**config.mk**
```make
export PLATFORM = sky130hd
export DESIGN_NAME = wb_p_master
export DESIGN_NICKNAME = d
export VERILOG_FILES = /design/src/rtl/wb_pkg.sv /design/src/rtl/wb_watchdog.sv /design/src/rtl/wb_p_master.sv
export SDC_FILE = /design/constraint.sdc
export NUM_CORES = 1
export LEC_CHECK = 0
export CAP_MARGIN = 25
export CORE_UTILIZATION = 42
export DETAILED_ROUTE_END_ITERATION = 7
export PLACE_DENSITY = 0.86
export SLEW_MARGIN = 20
export SYNTH_ARGS = -nofsm -noshare
export SYNTH_HDL_FRONTEND = slang
export SYNTH_SLANG_ARGS = --single-unit
```
**constraint.sdc**
```tcl
create_clock -name clk_i -period 3.8 [get_ports clk_i]
set_input_delay 0.38 -clock clk_i [delete_from_list [all_inputs] [get_ports clk_i]]
set_output_delay 0.38 -clock clk_i [all_outputs]
set_load 0.01 [all_outputs]
```
**src/rtl/wb_pkg.sv**
```systemverilog
// Shared types for the pipelined Wishbone master: FSM state and response status.
package wb_pkg;

  typedef enum logic [1:0] {
    S_IDLE = 2'd0,
    S_REQ  = 2'd1,
    S_WAIT = 2'd2,
    S_RSP  = 2'd3
  } wb_state_e;

  typedef enum logic [1:0] {
    RSP_OK      = 2'b00,
    RSP_ERR     = 2'b01,
    RSP_TIMEOUT = 2'b10
  } wb_status_e;

  // Error wins over ack; neither means the transfer was abandoned by the watchdog.
  function automatic wb_status_e resp_status(input logic ack, input logic err);
    if (err) begin
      return RSP_ERR;
    end else if (ack) begin
      return RSP_OK;
    end
    return RSP_TIMEOUT;
  endfunction

endpackage

```
**src/rtl/wb_watchdog.sv**
```systemverilog
// Cycle counter that flags a bus transfer which has run too long without a reply.
// expired_o is high during the TIMEOUT-th consecutive cycle of run_i.
// TIMEOUT = 0 disables the watchdog entirely.
module wb_watchdog #(
  parameter int TIMEOUT = 16
) (
  input  logic clk_i,
  input  logic rst_ni,
  input  logic run_i,
  input  logic clear_i,
  output logic expired_o
);

  localparam int            CW       = (TIMEOUT > 1) ? $clog2(TIMEOUT) : 1;
  localparam logic [CW-1:0] CNT_LAST = CW'((TIMEOUT > 0) ? TIMEOUT - 1 : 0);
  localparam logic          ENABLED  = (TIMEOUT != 0);

  logic [CW-1:0] r_cnt;

  assign expired_o = ENABLED && run_i && (r_cnt == CNT_LAST);

  // Count running cycles; clear restarts the count for a new transfer.
  always_ff @(posedge clk_i) begin
    if (!rst_ni) begin
      r_cnt <= '0;
    end else if (clear_i) begin
      r_cnt <= '0;
    end else if (run_i && !expired_o) begin
      r_cnt <= r_cnt + CW'(1);
    end
  end

endmodule

```
**src/rtl/wb_p_master.sv**
```systemverilog
// Single-outstanding Wishbone pipelined master: turns one command into one bus
// transfer and returns one response (data + status).
//
// Handshakes: a transfer on cmd_* or rsp_* happens on a rising edge where both
// valid and ready are high. A producer holds valid and its payload stable until
// that edge; ready may change freely and never depends on a future valid.
module wb_p_master import wb_pkg::*; #(
  parameter int ADDR_W  = 32,
  parameter int DATA_W  = 32,
  parameter int TIMEOUT = 16,
  localparam int SEL_W  = DATA_W / 8
) (
  input  logic              clk_i,
  input  logic              rst_ni,
  input  logic              cmd_valid_i,
  output logic              cmd_ready_o,
  input  logic              cmd_we_i,
  input  logic [ADDR_W-1:0] cmd_addr_i,
  input  logic [SEL_W-1:0]  cmd_sel_i,
  input  logic [DATA_W-1:0] cmd_wdata_i,
  output logic              rsp_valid_o,
  input  logic              rsp_ready_i,
  output logic [DATA_W-1:0] rsp_rdata_o,
  output logic [1:0]        rsp_status_o,
  output logic              wb_cyc_o,
  output logic              wb_stb_o,
  output logic              wb_we_o,
  output logic [ADDR_W-1:0] wb_adr_o,
  output logic [SEL_W-1:0]  wb_sel_o,
  output logic [DATA_W-1:0] wb_dat_o,
  input  logic [DATA_W-1:0] wb_dat_i,
  input  logic              wb_ack_i,
  input  logic              wb_err_i,
  input  logic              wb_stall_i,
  output logic [1:0]        dbg_state_o
);

  wb_state_e         r_state;
  logic              r_we;
  logic [ADDR_W-1:0] r_adr;
  logic [SEL_W-1:0]  r_sel;
  logic [DATA_W-1:0] r_dat;
  logic [DATA_W-1:0] r_rdata;
  wb_status_e        r_status;

  wb_state_e         w_state_nxt;
  logic              w_accept;
  logic              w_done;
  logic              w_hit;
  logic              w_run;
  logic              w_expired;
  wb_status_e        w_status_nxt;
  logic [DATA_W-1:0] w_rdata_nxt;

  assign w_run = (r_state == S_REQ) || (r_state == S_WAIT);

  wb_watchdog #(.TIMEOUT(TIMEOUT)) u_watchdog (
    .clk_i    (clk_i),
    .rst_ni   (rst_ni),
    .run_i    (w_run),
    .clear_i  (w_accept),
    .expired_o(w_expired)
  );

  // Next state plus the capture strobes for command and response registers.
  // ack/err only count while a request is on the bus and accepted.
  always_comb begin
    w_state_nxt = r_state;
    w_accept    = 1'b0;
    w_done      = 1'b0;
    w_hit       = 1'b0;
    case (r_state)
      S_IDLE: begin
        if (cmd_valid_i) begin
          w_accept    = 1'b1;
          w_state_nxt = S_REQ;
        end
      end
      S_REQ: begin
        w_hit = !wb_stall_i && (wb_ack_i || wb_err_i);
        if (w_hit || w_expired) begin
          w_done      = 1'b1;
          w_state_nxt = S_RSP;
        end else if (!wb_stall_i) begin
          w_state_nxt = S_WAIT;
        end
      end
      S_WAIT: begin
        w_hit = wb_ack_i || wb_err_i;
        if (w_hit || w_expired) begin
          w_done      = 1'b1;
          w_state_nxt = S_RSP;
        end
      end
      S_RSP: begin
        if (rsp_ready_i) begin
          w_state_nxt = S_IDLE;
        end
      end
      default: w_state_nxt = S_IDLE;
    endcase
    w_status_nxt = resp_status(w_hit && wb_ack_i, w_hit && wb_err_i);
    w_rdata_nxt  = (w_status_nxt == RSP_OK && !r_we) ? wb_dat_i : '0;
  end

  // State register; reset also abandons any transfer in flight.
  always_ff @(posedge clk_i) begin
    if (!rst_ni) begin
      r_state <= S_IDLE;
    end else begin
      r_state <= w_state_nxt;
    end
  end

  // Command fields latched on accept, response latched on completion.
  always_ff @(posedge clk_i) begin
    if (!rst_ni) begin
      r_we     <= 1'b0;
      r_adr    <= '0;
      r_sel    <= '0;
      r_dat    <= '0;
      r_rdata  <= '0;
      r_status <= RSP_OK;
    end else begin
      if (w_accept) begin
        r_we  <= cmd_we_i;
        r_adr <= cmd_addr_i;
        r_sel <= cmd_sel_i;
        r_dat <= cmd_wdata_i;
      end
      if (w_done) begin
        r_rdata  <= w_rdata_nxt;
        r_status <= w_status_nxt;
      end
    end
  end

  // Bus and handshake outputs are decoded straight from the state register,
  // so cyc drops on the very edge that enters RSP or sees reset.
  assign cmd_ready_o  = rst_ni && (r_state == S_IDLE);
  assign rsp_valid_o  = (r_state == S_RSP);
  assign rsp_rdata_o  = r_rdata;
  assign rsp_status_o = r_status;
  assign wb_cyc_o     = w_run;
  assign wb_stb_o     = (r_state == S_REQ);
  assign wb_we_o      = r_we;
  assign wb_adr_o     = r_adr;
  assign wb_sel_o     = r_sel;
  assign wb_dat_o     = r_dat;
  assign dbg_state_o  = r_state;

endmodule

```
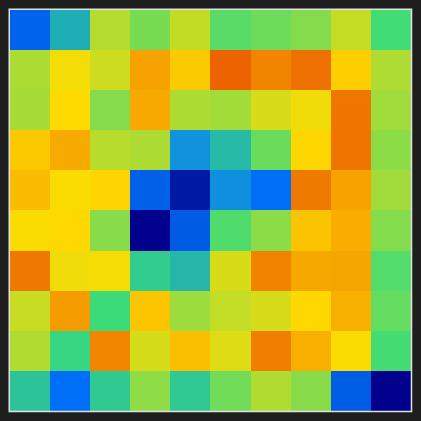
Fig. 1. Cell area per tile (run 1).
Scale: 4 px per um. 10 x 10 tiles, from dark blue (low) to red (high), 0 to 100% covered.
tiles over 75% full = 32%
fullest tile = 89%
nearly empty tiles = 2.0%
emptiest ninth of the die = middle
mean over tiles = 62%
share of the core filled with cells: 69.25%
area of the core region: 0.009284 mm^2
FP Util: 43.63%

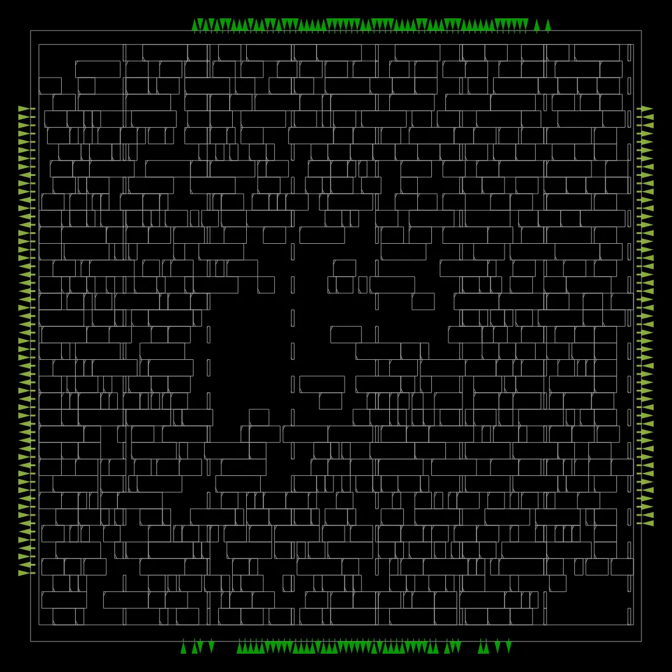
Fig. 2. Placed standard cells (run 1).
layout filler cell count: 736
Well Taps: 129
final std cells w/o fill: 768
Flop Count: 109
fraction of area in registers: 33.94%

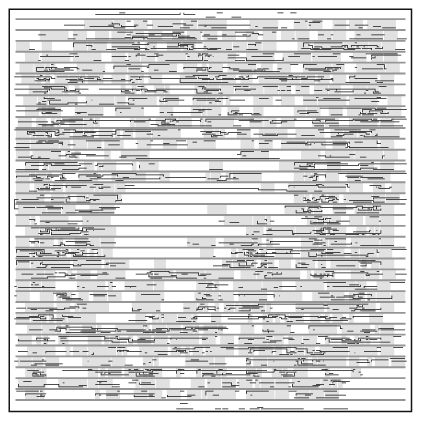
Fig. 3. The metal 1 layer (run 1).
Scale: 4 px per um. Supply wires on this layer in gray.
longest straight run = 35.9 um
main direction = horizontal
via count: 3781
M1 GR Usage: 24.58%
total routed wirelength: 11.30 mm

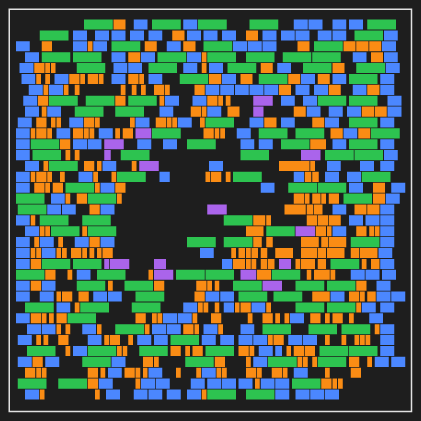
Fig. 4. Cell classes on the final placement (run 1).
Scale: 4 px per um.
green -> sequential cells  # cells 109
blue -> remaining buffers and delay cells  # cells 220
purple -> clock drivers and dummy loads  # cells 16
orange -> remaining logic cells  # cells 294

==> flow report, run 1 <==
FINAL TIMING
-----------------------------------------------------------------------------------------
Max Slew Vio Count .........................................................            0
Max Clock Freq .............................................................    410.4 MHz
Final min period ...........................................................     2.436 ns
Setup repair after global routing missed its margin ........................           no
Tcrit/Tclk final ...........................................................       64.12%
Final WS setup .............................................................     1.364 ns
Count of final setup violators .............................................            0
Final Hold Slack ...........................................................    0.4706 ns
Worst slew pin tran ........................................................    0.8397 ns

CRITICAL PATH
-----------------------------------------------------------------------------------------
Chain of cells forming the critical path ................................... inv_1, ha_1, clkdlybuf4s50_1
Worst setup startpoint ..................................................... dbg_state_o[0]$_SDFFE_PN0P_
Worst EP required ..........................................................      3.42 ns
End of the worst register-to-register path ................................. wb_dat_o[1]$_SDFFE_PN0P_
FF-to-FF Start ............................................................. dbg_state_o[0]$_SDFFE_PN0P_
Worst Path Max Fanout ......................................................           11
Nature of the critical path endpoint .......................................  output port
CP arrival .................................................................      2.06 ns

PLACE
-----------------------------------------------------------------------------------------
Instance area after placement .............................................. 0.006248 mm^2
Worst setup slack before clock tree synthesis ..............................     1.360 ns
Gpl congestion .............................................................       0.7791
Placed Cells ...............................................................          752

CLOCKING
-----------------------------------------------------------------------------------------
Number of CTS-inserted buffers .............................................            9
Post-CTS Resized ...........................................................            0
Clock tree root buffer cell ................................................     clkbuf_8
Clock transition at the registers of the reported paths ....................      0.11 ns

SYNTH
-----------------------------------------------------------------------------------------
Most instantiated library cell after synthesis .............................      nand2_1
Distinct cell type count of the synthesized netlist ........................           35
Synthesized Nets ...........................................................          547
Most numerous cell types in the synthesized netlist ........................ 145 x nand2_1, 109 x dfxtp_1, 71 x a21boi_0
Proportion of register bits with asynchronous set or reset after synthesis .           0%
Avg Inst Size Synth ........................................................   9.354 um^2
Top cells by area in the synthesized netlist ............................... dfxtp_1 54%, nand2_1 13%, a21boi_0 13%
Most used flip-flop cell ...................................................      dfxtp_1
Number of synthesized flops with an enable pin .............................            0
Registers, synthesis .......................................................          109
Leading area contributor after synthesis ...................................      dfxtp_1

DETAILED ROUTING
-----------------------------------------------------------------------------------------
Initial DRC Count ..........................................................           73

HOLD PATH
-----------------------------------------------------------------------------------------
Start point of the worst min-delay path .................................... wb_adr_o[13]$_SDFFE_PN0P_
Hold worst-path end ........................................................ wb_adr_o[13]$_SDFFE_PN0P_

GRT
-----------------------------------------------------------------------------------------
Global Route Usage Sum .....................................................       22.29%
Pin count of the biggest net entering global routing .......................           49

POWER
-----------------------------------------------------------------------------------------
Leak pwr ...................................................................     2.382 nW
VDD IR max .................................................................  0.0002897 V
Areal power density over the cells ......................................... 498.2 mW/mm^2
Total design power .........................................................     3.203 mW

FINAL LAYOUT
-----------------------------------------------------------------------------------------
Antenna fix cells ..........................................................            0

RUN STATUS
-----------------------------------------------------------------------------------------
Run status ................................................................. complete, no violations

## run 1: sequential cells by signal, indices dropped and copies added, names as in the netlist
register and flops:
dbg_state_o 2, rsp_rdata_o 32, rsp_status_o 2, u_watchdog.r_cnt 4
wb_adr_o 32, wb_dat_o 32, wb_sel_o 4, wb_we_o 1
## run 1: cells by family (layout without fill, tap and decap cells)
family | after synthesis | count (layout) | synth area share, %
AND/OR/NAND/NOR | 163 | 163 | 16.47
AND-OR/OR-AND | 118 | 118 | 22.95
flip-flops | 109 | 109 | 53.88
buffers and inverters | 34 | 240 | 4.170
adder cells (fa/ha/maj) | 6 | 6 | 1.854
XOR/XNOR | 2 | 2 | 0.4326
multiplexers | 1 | 1 | 0.2472
## run 1: layer usage
layer | global-route usage (%) | wire, um | vias to the layer above
li1 | - | - | 1855
met2 | 39.52 | 5693 | 144
met3 | 7.451 | 868 | 21
met4 | 8.584 | 271 | 0
met5 | 0 | 0 | -
met1 | 24.58 | 4464 | 1761
## run 1: final cells by class
class	count	area, um^2
fillers	736	2855
clock buffers	10	127.6
inverters	4	15.01
well taps	129	161.4
repair buffers	220	2187
clock inverters	6	52.55
multi-input cells	290	1703
flip-flops and latches	109	2182
## run 1: power by group
part	total [mW]	switching, mW	internal, mW
Combinational	1.14	0.575	0.566
Clock	0.653	0.402	0.251
Sequential	1.41	0.101	1.31
Total	3.20	1.08	2.12
## run 1: critical path, delay by kind of cell (launching register included)
kind / cells / cell delay [ns]
fa+ha+maj: 1 / 0.50
buf+inv: 2 / 0.75
flops: 1 / 0.46
Fig. 5: run 1, port wiring
Scale: 3 px per um.
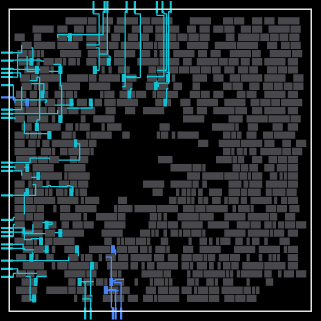

--- run 2 (diff from run 1) ---
--- a/config.mk
+++ b/config.mk
@@ -6,9 +6,9 @@
 export NUM_CORES = 1
 export LEC_CHECK = 0
 export CAP_MARGIN = 25
-export CORE_UTILIZATION = 42
+export CORE_UTILIZATION = 35
 export DETAILED_ROUTE_END_ITERATION = 7
-export PLACE_DENSITY = 0.86
+export PLACE_DENSITY = 0.77
 export SLEW_MARGIN = 20
 export SYNTH_ARGS = -nofsm -noshare
 export SYNTH_HDL_FRONTEND = slang
==> constraint.sdc (replaced) <==
create_clock -name clk_i -period 1.97 [get_ports clk_i]
set_input_delay 0.197 -clock clk_i [delete_from_list [all_inputs] [get_ports clk_i]]
set_output_delay 0.197 -clock clk_i [all_outputs]
set_load 0.01 [all_outputs]
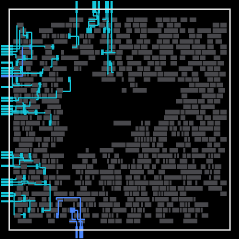
Fig. 6. Port wiring (run 2).
Scale: 2 px per um.
cyan -> `cmd_addr_i`  # bits 32, direction input, end cells 32, buffers 32, wire 567 um
blue -> `cmd_sel_i`  # bits 4, direction input, end cells 4, buffers 4, wire 88.2 um
count of input and output buffers: 216
num ports: 217

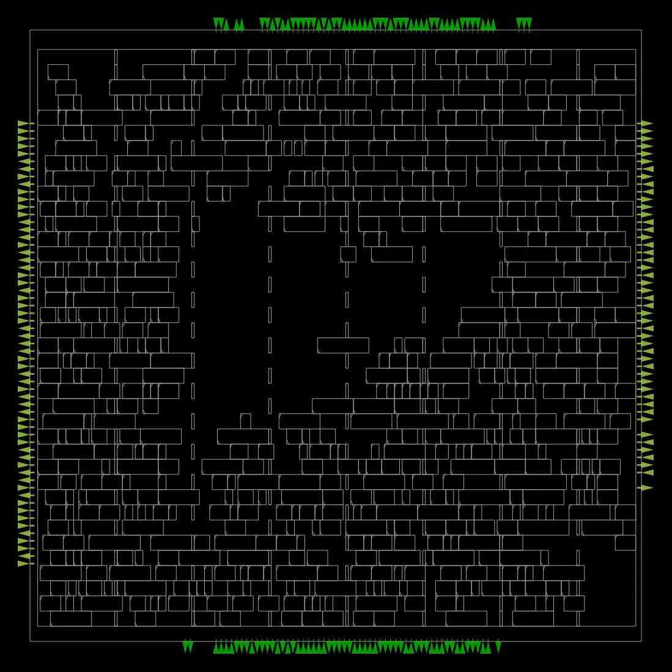
Fig. 7. Placed standard cells (run 2).
number of standard-cell rows in the floorplan: 38
layout filler cell count: 971
share of the core filled with cells: 60.13%

==> run 2 against run 1 <==
Non-clock buffer count grew 5. Global-route usage shrank 3.2 points. Sequential share of layout area shrank 1.1 points. Sequential power grew 92%. Critical path depth grew 1. Clock power grew to 2.8 times the previous value. Utilization shrank 9.1 points. Die area grew 20%. Power grew 120%. Final cell count grew 2.1%. Wire length grew 0.34%. First-iteration DRC count grew 120%. Critical endpoint is now cmd_ready_o. Largest power group unchanged.
==> flow report, run 2 <==
RUN STATUS
-----------------------------------------------------------------------------------------
Run status ................................................................. complete, no violations

SYNTH
-----------------------------------------------------------------------------------------
Most numerous cell types in the synthesized netlist ........................ 145 x nand2_1, 109 x dfxtp_1, 71 x a21boi_0
Registers, synthesis .......................................................          109
MUX area fraction ..........................................................      0.2471%
Compound-gate portion of the synthesized area ..............................       22.95%
Main combinational cell family by area after synthesis ..................... AND-OR/OR-AND gates
Number of synthesized flops with an enable pin .............................            0
Most instantiated library cell after synthesis .............................      nand2_1
Area share of and/or/nand/nor cells after synthesis ........................       16.47%
Proportion of register bits with asynchronous set or reset after synthesis .           0%

DETAILED ROUTING
-----------------------------------------------------------------------------------------
Total routed wirelength ....................................................     11.34 mm
Initial DRC Count ..........................................................          157
Via count ..................................................................         3757

POWER
-----------------------------------------------------------------------------------------
Leak pwr ...................................................................     2.481 nW
Total design power .........................................................     6.917 mW
Areal power density over the cells ......................................... 1038 mW/mm^2
VDD IR max .................................................................  0.0007879 V

CRITICAL PATH
-----------------------------------------------------------------------------------------
FF-to-FF Start ............................................................. dbg_state_o[0]$_SDFFE_PN0P_
Nature of the critical path endpoint .......................................  output port
Worst EP required ..........................................................      1.77 ns
Chain of cells forming the critical path ................................... inv_1, ha_4, and2_1, clkdlybuf4s50_1

FINAL TIMING
-----------------------------------------------------------------------------------------
Final Hold Slack ...........................................................    0.2993 ns
Worst slew pin tran ........................................................    0.5786 ns
Count of final setup violators .............................................            0
Max Slew Vio Count .........................................................            0
Final WS setup .............................................................   0.08249 ns
Setup repair after global routing missed its margin ........................           no
Max Clock Freq .............................................................    529.8 MHz

GRT
-----------------------------------------------------------------------------------------
Global Route Usage Sum .....................................................       19.13%
Pin count of the biggest net entering global routing .......................           69

CLOCKING
-----------------------------------------------------------------------------------------
Clock transition at the registers of the reported paths ....................      0.07 ns
Clock tree root buffer cell ................................................    clkbuf_16

PLACE
-----------------------------------------------------------------------------------------
Gpl congestion .............................................................       0.7853
Placed Cells ...............................................................          768
Instance area after placement .............................................. 0.006340 mm^2

HOLD PATH
-----------------------------------------------------------------------------------------
Start point of the worst min-delay path ....................................       rst_ni

FLOORPLANNING
-----------------------------------------------------------------------------------------
FP Util ....................................................................       36.56%

FINAL LAYOUT
-----------------------------------------------------------------------------------------
Antenna fix cells ..........................................................            0
Final std cells w/o fill ...................................................          784

run 2: cell counts after synthesis:
Identical to the previous run, type by type.
run 2: layout make-up:
type,instances,area (um^2)
clock buffer,10,239.0
clock inverter,6,68.82
fill,971,4417
inverter,4,15.01
multi-input combinational,290,1718
sequential,109,2185
tap,140,175.2
timing repair buffer,225,2261
run 2: worst max path at each step:
stage                                      from                            to  slack [ns]  cells past startpoint
finish              dbg_state_o[0]$_SDFFE_PN0P_                   cmd_ready_o        0.08                      4
detailed placement  dbg_state_o[0]$_SDFFE_PN0P_  rsp_rdata_o[30]$_SDFFE_PN0P_        0.04                      6
CTS                 dbg_state_o[0]$_SDFFE_PN0P_                   cmd_ready_o        0.05                      4
floorplan           dbg_state_o[0]$_SDFFE_PN0P_  rsp_rdata_o[10]$_SDFFE_PN0P_        0.04                      8
global route        dbg_state_o[0]$_SDFFE_PN0P_                   cmd_ready_o        0.01                      4
global placement    dbg_state_o[0]$_SDFFE_PN0P_  rsp_rdata_o[17]$_SDFFE_PN0P_        0.16                      6
run 2: what timing repair did:
action,in CTS,in global routing
endpoints found under the setup margin,1,2
gates resized,2,1
buffers inserted,0,0
run 2: worst max-delay path, delay by kind of cell (launching register included):
family	cells	cell delay (ns)
adders and majority gates	1	0.18
buffers and inverters	2	0.69
DFF	1	0.36
and+or+nand+nor	1	0.12
run 2: routing by layer:
layer / global-route usage, % / up-vias / routed length, um
li1: - / 1859 / -
met1: 21.19 / 1734 / 4520
met2: 32.17 / 135 / 5532
met3: 7.232 / 27 / 967
met4: 9.333 / 2 / 304
met5: 0 / - / 10
run 2: report_power, final:
part	internal (mW)	switching, mW
clock	1.03	0.830
sequential	2.53	0.184
combinational	1.20	1.15
total	4.75	2.16
Power is estimated from default activity; no workload was simulated.
